===== src/rtl/rv_pipe_pkg.sv =====
// Shared MEM->WB pipeline definitions: default widths and writeback payload layout.
// Payload is packed as {alu_result, mem_data, rd, reg_write, mem_to_reg}, LSB last.
package rv_pipe_pkg;

    localparam int unsigned XLEN_DEF = 32;
    localparam int unsigned RA_W_DEF = 5;

    localparam int unsigned OFF_M2R = 0;
    localparam int unsigned OFF_WE  = 1;
    localparam int unsigned OFF_RD  = 2;

    function automatic int unsigned wb_payload_w(int unsigned xlen, int unsigned ra_w);
        return 2 * xlen + ra_w + 2;
    endfunction

    function automatic int unsigned off_mem(int unsigned ra_w);
        return OFF_RD + ra_w;
    endfunction

    function automatic int unsigned off_alu(int unsigned xlen, int unsigned ra_w);
        return OFF_RD + ra_w + xlen;
    endfunction

endpackage


===== src/rtl/mem_wb_pipe_stage_if.sv =====
// Handshake and payload bundle for the MEM->WB stage; the stage sits on the slave modport,
// the memory stage / writeback driver on the master modport.
interface mem_wb_pipe_stage_if
    import rv_pipe_pkg::*;
#(
    parameter int unsigned XLEN = XLEN_DEF,
    parameter int unsigned RA_W = RA_W_DEF
);
    logic            in_valid;
    logic            in_ready;
    logic [XLEN-1:0] alu_result_in;
    logic [XLEN-1:0] mem_data_in;
    logic [RA_W-1:0] rd_in;
    logic            reg_write_in;
    logic            mem_to_reg_in;

    logic            out_valid;
    logic            out_ready;
    logic [XLEN-1:0] alu_result_out;
    logic [XLEN-1:0] mem_data_out;
    logic [RA_W-1:0] rd_out;
    logic            reg_write_out;
    logic            mem_to_reg_out;
    logic [XLEN-1:0] wb_data_out;

    modport master (
        output in_valid, alu_result_in, mem_data_in, rd_in, reg_write_in, mem_to_reg_in,
        input  in_ready,
        input  out_valid, alu_result_out, mem_data_out, rd_out, reg_write_out, mem_to_reg_out,
        input  wb_data_out,
        output out_ready
    );

    modport slave (
        input  in_valid, alu_result_in, mem_data_in, rd_in, reg_write_in, mem_to_reg_in,
        output in_ready,
        output out_valid, alu_result_out, mem_data_out, rd_out, reg_write_out, mem_to_reg_out,
        output wb_data_out,
        input  out_ready
    );

endinterface


===== src/rtl/pipe_slot.sv =====
// One pipeline slot: payload register plus valid bit. load wins over clear; payload holds
// its value when cleared so only the valid bit changes.
module pipe_slot #(
    parameter int unsigned W = 8
) (
    input  logic         clk,
    input  logic         rst,
    input  logic         load,
    input  logic         clear,
    input  logic [W-1:0] d,
    output logic         valid,
    output logic [W-1:0] q
);

    always_ff @(posedge clk or negedge rst) begin
        if (!rst) begin
            valid <= 1'b0;
            q     <= '0;
        end else if (load) begin
            valid <= 1'b1;
            q     <= d;
        end else if (clear) begin
            valid <= 1'b0;
        end
    end

endmodule


===== src/rtl/mem_wb_pipe_stage.sv =====
// MEM->WB pipeline stage with valid/ready handshake, synchronous flush, optional skid slot
// and the writeback data mux driven from the main slot.
module mem_wb_pipe_stage
    import rv_pipe_pkg::*;
#(
    parameter int unsigned XLEN       = XLEN_DEF,
    parameter int unsigned RA_W       = RA_W_DEF,
    parameter int unsigned SKID       = 1,
    parameter int unsigned ZERO_RD_WE = 0
) (
    input  logic                clk,
    input  logic                rst,
    input  logic                flush,
    mem_wb_pipe_stage_if.slave  bus,
    output logic [1:0]          occupancy
);

    localparam int unsigned WB_PAYLOAD_W = wb_payload_w(XLEN, RA_W);
    localparam int unsigned OffMem       = off_mem(RA_W);
    localparam int unsigned OffAlu       = off_alu(XLEN, RA_W);

    logic                    accept, drain, move;
    logic                    main_valid, main_load, main_clear;
    logic                    skid_valid, skid_load, skid_clear;
    logic [WB_PAYLOAD_W-1:0] in_payload, main_d, main_q, skid_q;
    logic                    rd_ok;

    assign in_payload = {bus.alu_result_in, bus.mem_data_in, bus.rd_in,
                         bus.reg_write_in, bus.mem_to_reg_in};

    assign accept = bus.in_valid & bus.in_ready;
    assign drain  = main_valid & bus.out_ready;
    assign move   = drain & skid_valid;

    // Steering: the skid beat is older than anything offered, so it refills main first.
    always_comb begin
        main_load  = 1'b0;
        skid_load  = 1'b0;
        main_d     = in_payload;
        main_clear = flush | drain;
        skid_clear = flush | move;
        if (!flush) begin
            if (move) begin
                main_load = 1'b1;
                main_d    = skid_q;
            end else if (accept && (!main_valid || drain)) begin
                main_load = 1'b1;
            end
            if (accept && main_valid && !drain) begin
                skid_load = 1'b1;
            end
        end
    end

    pipe_slot #(.W(WB_PAYLOAD_W)) u_main (
        .clk   (clk),
        .rst   (rst),
        .load  (main_load),
        .clear (main_clear),
        .d     (main_d),
        .valid (main_valid),
        .q     (main_q)
    );

    if (SKID != 0) begin : g_skid
        pipe_slot #(.W(WB_PAYLOAD_W)) u_skid (
            .clk   (clk),
            .rst   (rst),
            .load  (skid_load),
            .clear (skid_clear),
            .d     (in_payload),
            .valid (skid_valid),
            .q     (skid_q)
        );
        // Registered ready: no combinational path from out_ready.
        assign bus.in_ready = ~skid_valid;
    end else begin : g_no_skid
        assign skid_valid   = 1'b0;
        assign skid_q       = '0;
        assign bus.in_ready = ~main_valid | bus.out_ready;
    end

    assign bus.out_valid      = main_valid;
    assign bus.alu_result_out = main_q[OffAlu +: XLEN];
    assign bus.mem_data_out   = main_q[OffMem +: XLEN];
    assign bus.rd_out         = main_q[OFF_RD +: RA_W];
    assign bus.mem_to_reg_out = main_q[OFF_M2R];

    assign rd_ok             = (ZERO_RD_WE != 0) | (|bus.rd_out);
    assign bus.reg_write_out = main_q[OFF_WE] & main_valid & rd_ok;
    assign bus.wb_data_out   = bus.mem_to_reg_out ? bus.mem_data_out : bus.alu_result_out;

    assign occupancy = {1'b0, main_valid} + {1'b0, skid_valid};

endmodule


===== src/flat_wrapper.sv =====
// flat-port wrapper written by rule: the top's interface ports become plain ports
module mem_wb_pipe_stage_flat import rv_pipe_pkg::*;
#(
    parameter int unsigned XLEN       = XLEN_DEF,
    parameter int unsigned RA_W       = RA_W_DEF,
    parameter int unsigned SKID       = 1,
    parameter int unsigned ZERO_RD_WE = 0
)
  (clk, rst, flush, occupancy, bus_in_valid, bus_alu_result_in, bus_mem_data_in, bus_rd_in, bus_reg_write_in, bus_mem_to_reg_in, bus_in_ready, bus_out_valid, bus_alu_result_out, bus_mem_data_out, bus_rd_out, bus_reg_write_out, bus_mem_to_reg_out, bus_wb_data_out, bus_out_ready);
  mem_wb_pipe_stage_if #(.XLEN(XLEN), .RA_W(RA_W)) bus_i ();
  input  logic clk;
  input  logic rst;
  input  logic flush;
  output logic [1:0] occupancy;
  input wire logic [$bits(bus_i.in_valid)-1:0] bus_in_valid;
  input wire logic [$bits(bus_i.alu_result_in)-1:0] bus_alu_result_in;
  input wire logic [$bits(bus_i.mem_data_in)-1:0] bus_mem_data_in;
  input wire logic [$bits(bus_i.rd_in)-1:0] bus_rd_in;
  input wire logic [$bits(bus_i.reg_write_in)-1:0] bus_reg_write_in;
  input wire logic [$bits(bus_i.mem_to_reg_in)-1:0] bus_mem_to_reg_in;
  output wire logic [$bits(bus_i.in_ready)-1:0] bus_in_ready;
  output wire logic [$bits(bus_i.out_valid)-1:0] bus_out_valid;
  output wire logic [$bits(bus_i.alu_result_out)-1:0] bus_alu_result_out;
  output wire logic [$bits(bus_i.mem_data_out)-1:0] bus_mem_data_out;
  output wire logic [$bits(bus_i.rd_out)-1:0] bus_rd_out;
  output wire logic [$bits(bus_i.reg_write_out)-1:0] bus_reg_write_out;
  output wire logic [$bits(bus_i.mem_to_reg_out)-1:0] bus_mem_to_reg_out;
  output wire logic [$bits(bus_i.wb_data_out)-1:0] bus_wb_data_out;
  input wire logic [$bits(bus_i.out_ready)-1:0] bus_out_ready;
  assign bus_i.in_valid = bus_in_valid;
  assign bus_i.alu_result_in = bus_alu_result_in;
  assign bus_i.mem_data_in = bus_mem_data_in;
  assign bus_i.rd_in = bus_rd_in;
  assign bus_i.reg_write_in = bus_reg_write_in;
  assign bus_i.mem_to_reg_in = bus_mem_to_reg_in;
  assign bus_in_ready = bus_i.in_ready;
  assign bus_out_valid = bus_i.out_valid;
  assign bus_alu_result_out = bus_i.alu_result_out;
  assign bus_mem_data_out = bus_i.mem_data_out;
  assign bus_rd_out = bus_i.rd_out;
  assign bus_reg_write_out = bus_i.reg_write_out;
  assign bus_mem_to_reg_out = bus_i.mem_to_reg_out;
  assign bus_wb_data_out = bus_i.wb_data_out;
  assign bus_i.out_ready = bus_out_ready;
  mem_wb_pipe_stage #(.XLEN(XLEN), .RA_W(RA_W), .SKID(SKID), .ZERO_RD_WE(ZERO_RD_WE)) u_core (.clk(clk), .rst(rst), .flush(flush), .bus(bus_i), .occupancy(occupancy));
endmodule

===== config.mk =====
export PLATFORM = sky130hd
export DESIGN_NAME = mem_wb_pipe_stage_flat
export DESIGN_NICKNAME = d
export VERILOG_FILES = /design/src/rtl/rv_pipe_pkg.sv /design/src/rtl/mem_wb_pipe_stage_if.sv /design/src/rtl/pipe_slot.sv /design/src/rtl/mem_wb_pipe_stage.sv /design/src/flat_wrapper.sv
export SDC_FILE = /design/constraint.sdc
export NUM_CORES = 1
export LEC_CHECK = 0
export CAP_MARGIN = 30
export CORE_AREA = 5 5 157 114
export DETAILED_ROUTE_END_ITERATION = 8
export DIE_AREA = 0 0 162 119
export PLACE_DENSITY = 0.74
export SETUP_SLACK_MARGIN = 0.15
export SLEW_MARGIN = 10
export SYNTH_ARGS = -nofsm -noshare
export SYNTH_HDL_FRONTEND = slang
export SYNTH_SLANG_ARGS = --single-unit
export TNS_END_PERCENT = 1

===== constraint.sdc =====
create_clock -name clk -period 1.7 [get_ports clk]
set_input_delay 0.34 -clock clk [delete_from_list [all_inputs] [get_ports clk]]
set_output_delay 0.34 -clock clk [all_outputs]
set_load 0.005 [all_outputs]

**Floorplan with the power grid**

(3 px per um) Pins as bars on the die edge. Tap cells in gray.
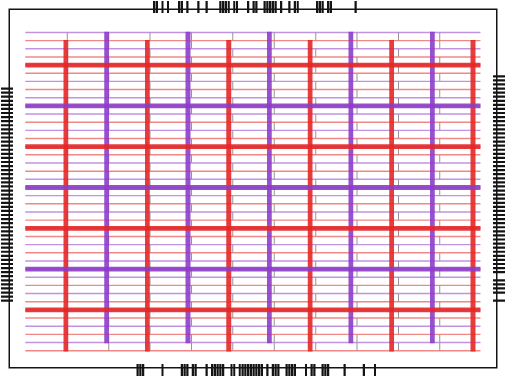
legend:
  red:
    net: VSS
  purple:
    net: VDD
tap cells: 205
met5 straps: 7
met1 rails: 40
rows: 39

==> datasheet_impl.txt <==
Table: implementation figures

Parameter                              Value

Yosys
  Synthesized flop and latch total .................. 144
  Seq share, synth .................. 50.7%
  Synth Cell Area .................. 0.00711 mm^2
  Post-synth tally of flip-flops with integrated enable .................. 0
  Share of synthesized area spent on multiplexers .................. 38.9%
  Count of different cell masters after synthesis .................. 17
  Count of mapped cells out of synthesis .................. 496
  Yosys warning total .................. 0
  Number of cells in the yosys synthesis report .................. 496
  Nets in the synthesized netlist .................. 573
  Most common cell in the synthesized netlist .................. mux2_2
  Mean Syn Cell Area .................. 14.3 um^2
  Asr flop ratio synth .................. 100%
  Share of synthesized cell area in and, or, nand and nor gates .................. 0.721%
  XOR-XNOR Cells, Area Fraction .................. 0%
  Adder and majority gate portion of the synthesized area .................. 0.176%
  Ao+oa area frac .................. 0.422%
  Synthesized chip area reported by yosys .................. 0.00711 mm^2
  Top cells by area .................. dfrtp_1 (51%), mux2_2 (39%), buf_4 (7.3%)
  Synth cell count leaders .................. mux2_2 (245), dfrtp_1 (144), buf_4 (69)
  Cell type with the highest aggregate area in the netlist .................. dfrtp_1
  Area share of the largest cell type after synthesis .................. 50.7%

Global route
  Total congestion overflow after global routing .................. 0
  Global-route met1 utilization .................. 23.7%
  Grt met3 use .................. 5.39%
  Antenna violations before repair .................. 0
  Most Crowded Layer GR .................. met2
  Number of global-route vias before repair .................. 4,947
  First-pass GRT wire length .................. 26,500 um
  Tot GR Track Use .................. 17.2%
  Pin count of the biggest net entering global routing .................. 52

Floorplan
  Core area .................. 0.0161 mm^2
  Row cnt .................. 39
  Die height .................. 119 um
  Floorplan-stage core utilization .................. 44.2%
  Die area .................. 0.0193 mm^2
  Top-Level Pins .................. 183
  Horiz. Die Dim .................. 162 um

Drt
  Highest metal layer with signal wires .................. met4
  Total number of vias .................. 4,370
  Final wirelength .................. 16,200 um
  Starting DRT DRC Count .................. 165
  M1 wire length .................. 7650 um
  Number of design rule violations left after detail routing .................. 0
  Routed wire per std cell .................. 18.8 um
  Number of vias per cell .................. 5.06
  Number of detailed-route iterations in the first pass .................. 4
  Total length of routed met2 wires .................. 7450 um
  Routed wl met3 .................. 994 um
  Antenna-violating nets left .................. 0

Worst setup path
  Number of stages on the worst setup path .................. 5
  Critical Path RT .................. 1.36 ns
  Critical Path Most Common Cell .................. buf_6
  Critical path origin .................. u_core.u_main.q[0]
  FF-to-FF setup slack .................. -0.12 ns
  Top Family by Delay on Critical Path .................. buffers and inverters
  WP data arrival .................. 1.63 ns
  Cell with the biggest individual delay on the critical path .................. dfrtp_2
  Startpoint of the lowest-slack register-to-register path .................. u_core.u_main.valid
  Top fanout value on the critical path .................. 5
  Crit path largest cell delay .................. 0.43 ns
  RR Endpoint .................. u_core.u_main.q[50]
  Kind of end point of the critical path .................. primary output
  Sum of buffers and inverters on the critical path .................. 4
  Path depth of the worst reg2reg path .................. 5
  Cells along the critical path .................. buf_6, buf_12, buf_16, mux2_4, buf_6
  Worst Path Class, Setup .................. reg2out
  Critical Path Source Type .................. flip-flop

Cells and area
  Fill cell instance count of the final layout .................. 1,278
  Biggest regs .................. u_core.g_skid.u_skid.q (71), u_core.u_main.q (71)
  Antenna diodes .................. 0
  Final nets .................. 723
  Commonest cells after routing, fill and taps aside .................. mux2_2 (244), dfrtp_1 (142), clkdlybuf4s50_1 (74)
  Synth-to-Final Area Change .................. 33.6%
  Most used logic cell in the final layout .................. mux2_2

Pwr
  Net switching power of the design .................. 3.09 mW
  Max rail drop VDD .................. 604 uV
  Leakage Power .................. 4.24 nW
  Seq pwr share .................. 43.3%
  Total power density per cell area .................. 1200 mW/mm^2
  Clock net power .................. 3.37 mW
  Largest Pwr Group .................. registers
  Share of total power in combinational logic .................. 27.2%
  Clock network fraction of total power .................. 29.6%
  Cell Int Power .................. 8.30 mW
  Power consumed by sequential cells .................. 4.93 mW

Clock network
  Total CTS buffers .................. 17
  Hold_buf cts .................. 1
  Maximum buffer depth of the clock tree .................. 2
  Root Buffer .................. clkbuf_16
  TritonCTS clock tree .................. built
  Clock H-tree levels .................. 4
  Clock slew seen by the registers of the worst setup and hold paths .................. 0.06 ns

Flow run
  Total tool warning count .................. 29
  Max-capacitance violation count .................. 0

Final timing
  Total negative slack .................. -15.50 ns
  Worst slew margin relative to its limit .................. 80.2%
  Worst Skew .................. 0.00883 ns
  Unrepaired setup endpoints after global routing .................. yes
  Number of setup violations in the final report .................. 137
  Final WS setup .................. -0.274 ns
  Final worst-path cycle share .................. 116%
  Hold slack .................. 0.371 ns
  Maximum clock rate .................. 506 MHz
  Final slew viol count .................. 0
  Final hold violation count .................. 0
  Slew at the pin closest to its max-slew limit .................. 0.288 ns

Outcome
  Failing checks .................. negative setup slack
  Status .................. finished with violations

Min path
  Min-delay worst type .................. in2async

Placement
  Port bufs .................. 182
  Placed wire-length estimate after detailed placement .................. 11,300 um
  Final weighted congestion in routability-driven placement .................. 0.762
**Cells colored by class**

(3 px per um) Fill, decap, tap and diode cells in gray.
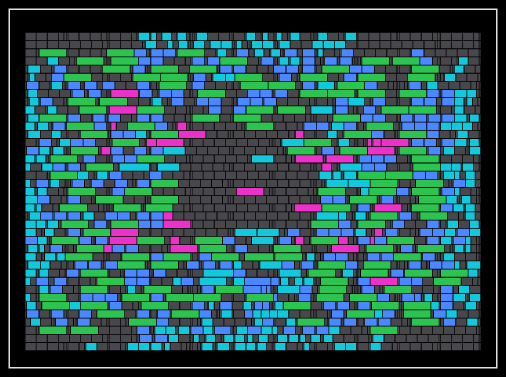
legend:
  cyan:
    class: other buffers and delay cells
    cells: 225
    share_of_their_area: 24%
  green:
    class: flip-flops
    cells: 144
    share_of_their_area: 39%
  magenta:
    class: clock drivers and dummy loads
    cells: 32
    share_of_their_area: 5.8%
  blue:
    class: all other logic
    cells: 258
    share_of_their_area: 31%
core utilization of the finished layout: 59.0%
Post-Layout Inst Area: 0.00950 mm^2

## final cells by class
type | instances | area [um^2] | share of cell area, %
Sequential cell | 144 | 3610 | 38.0
Multi-Input combinational cell | 256 | 2880 | 30.3
Timing Repair Buffer | 225 | 2220 | 23.4
Clock buffer | 19 | 433 | 4.56
Tap cell | 205 | 256 | 2.70
Clock inverter | 13 | 104 | 1.09
Inverter | 2 | 7.51 | 0.0790
## per-stage QoR
step | worst slack (ns) | cells | utilization [%] | power, mW
4_1_cts | -0.286 | 863 | 58.4 | 11.4
2_1_floorplan | 0.0560 | 496 | - | 6.73
3_5_place_dp | -0.439 | 821 | 55.7 | 8.30
3_3_place_gp | -0.396 | 821 | 55.7 | 8.13
6_report | -0.274 | 864 | 59.0 | 11.4
5_1_grt | -0.325 | 864 | 59.0 | 12.0
No activity file was given, so power comes from the tool's default toggle rates.
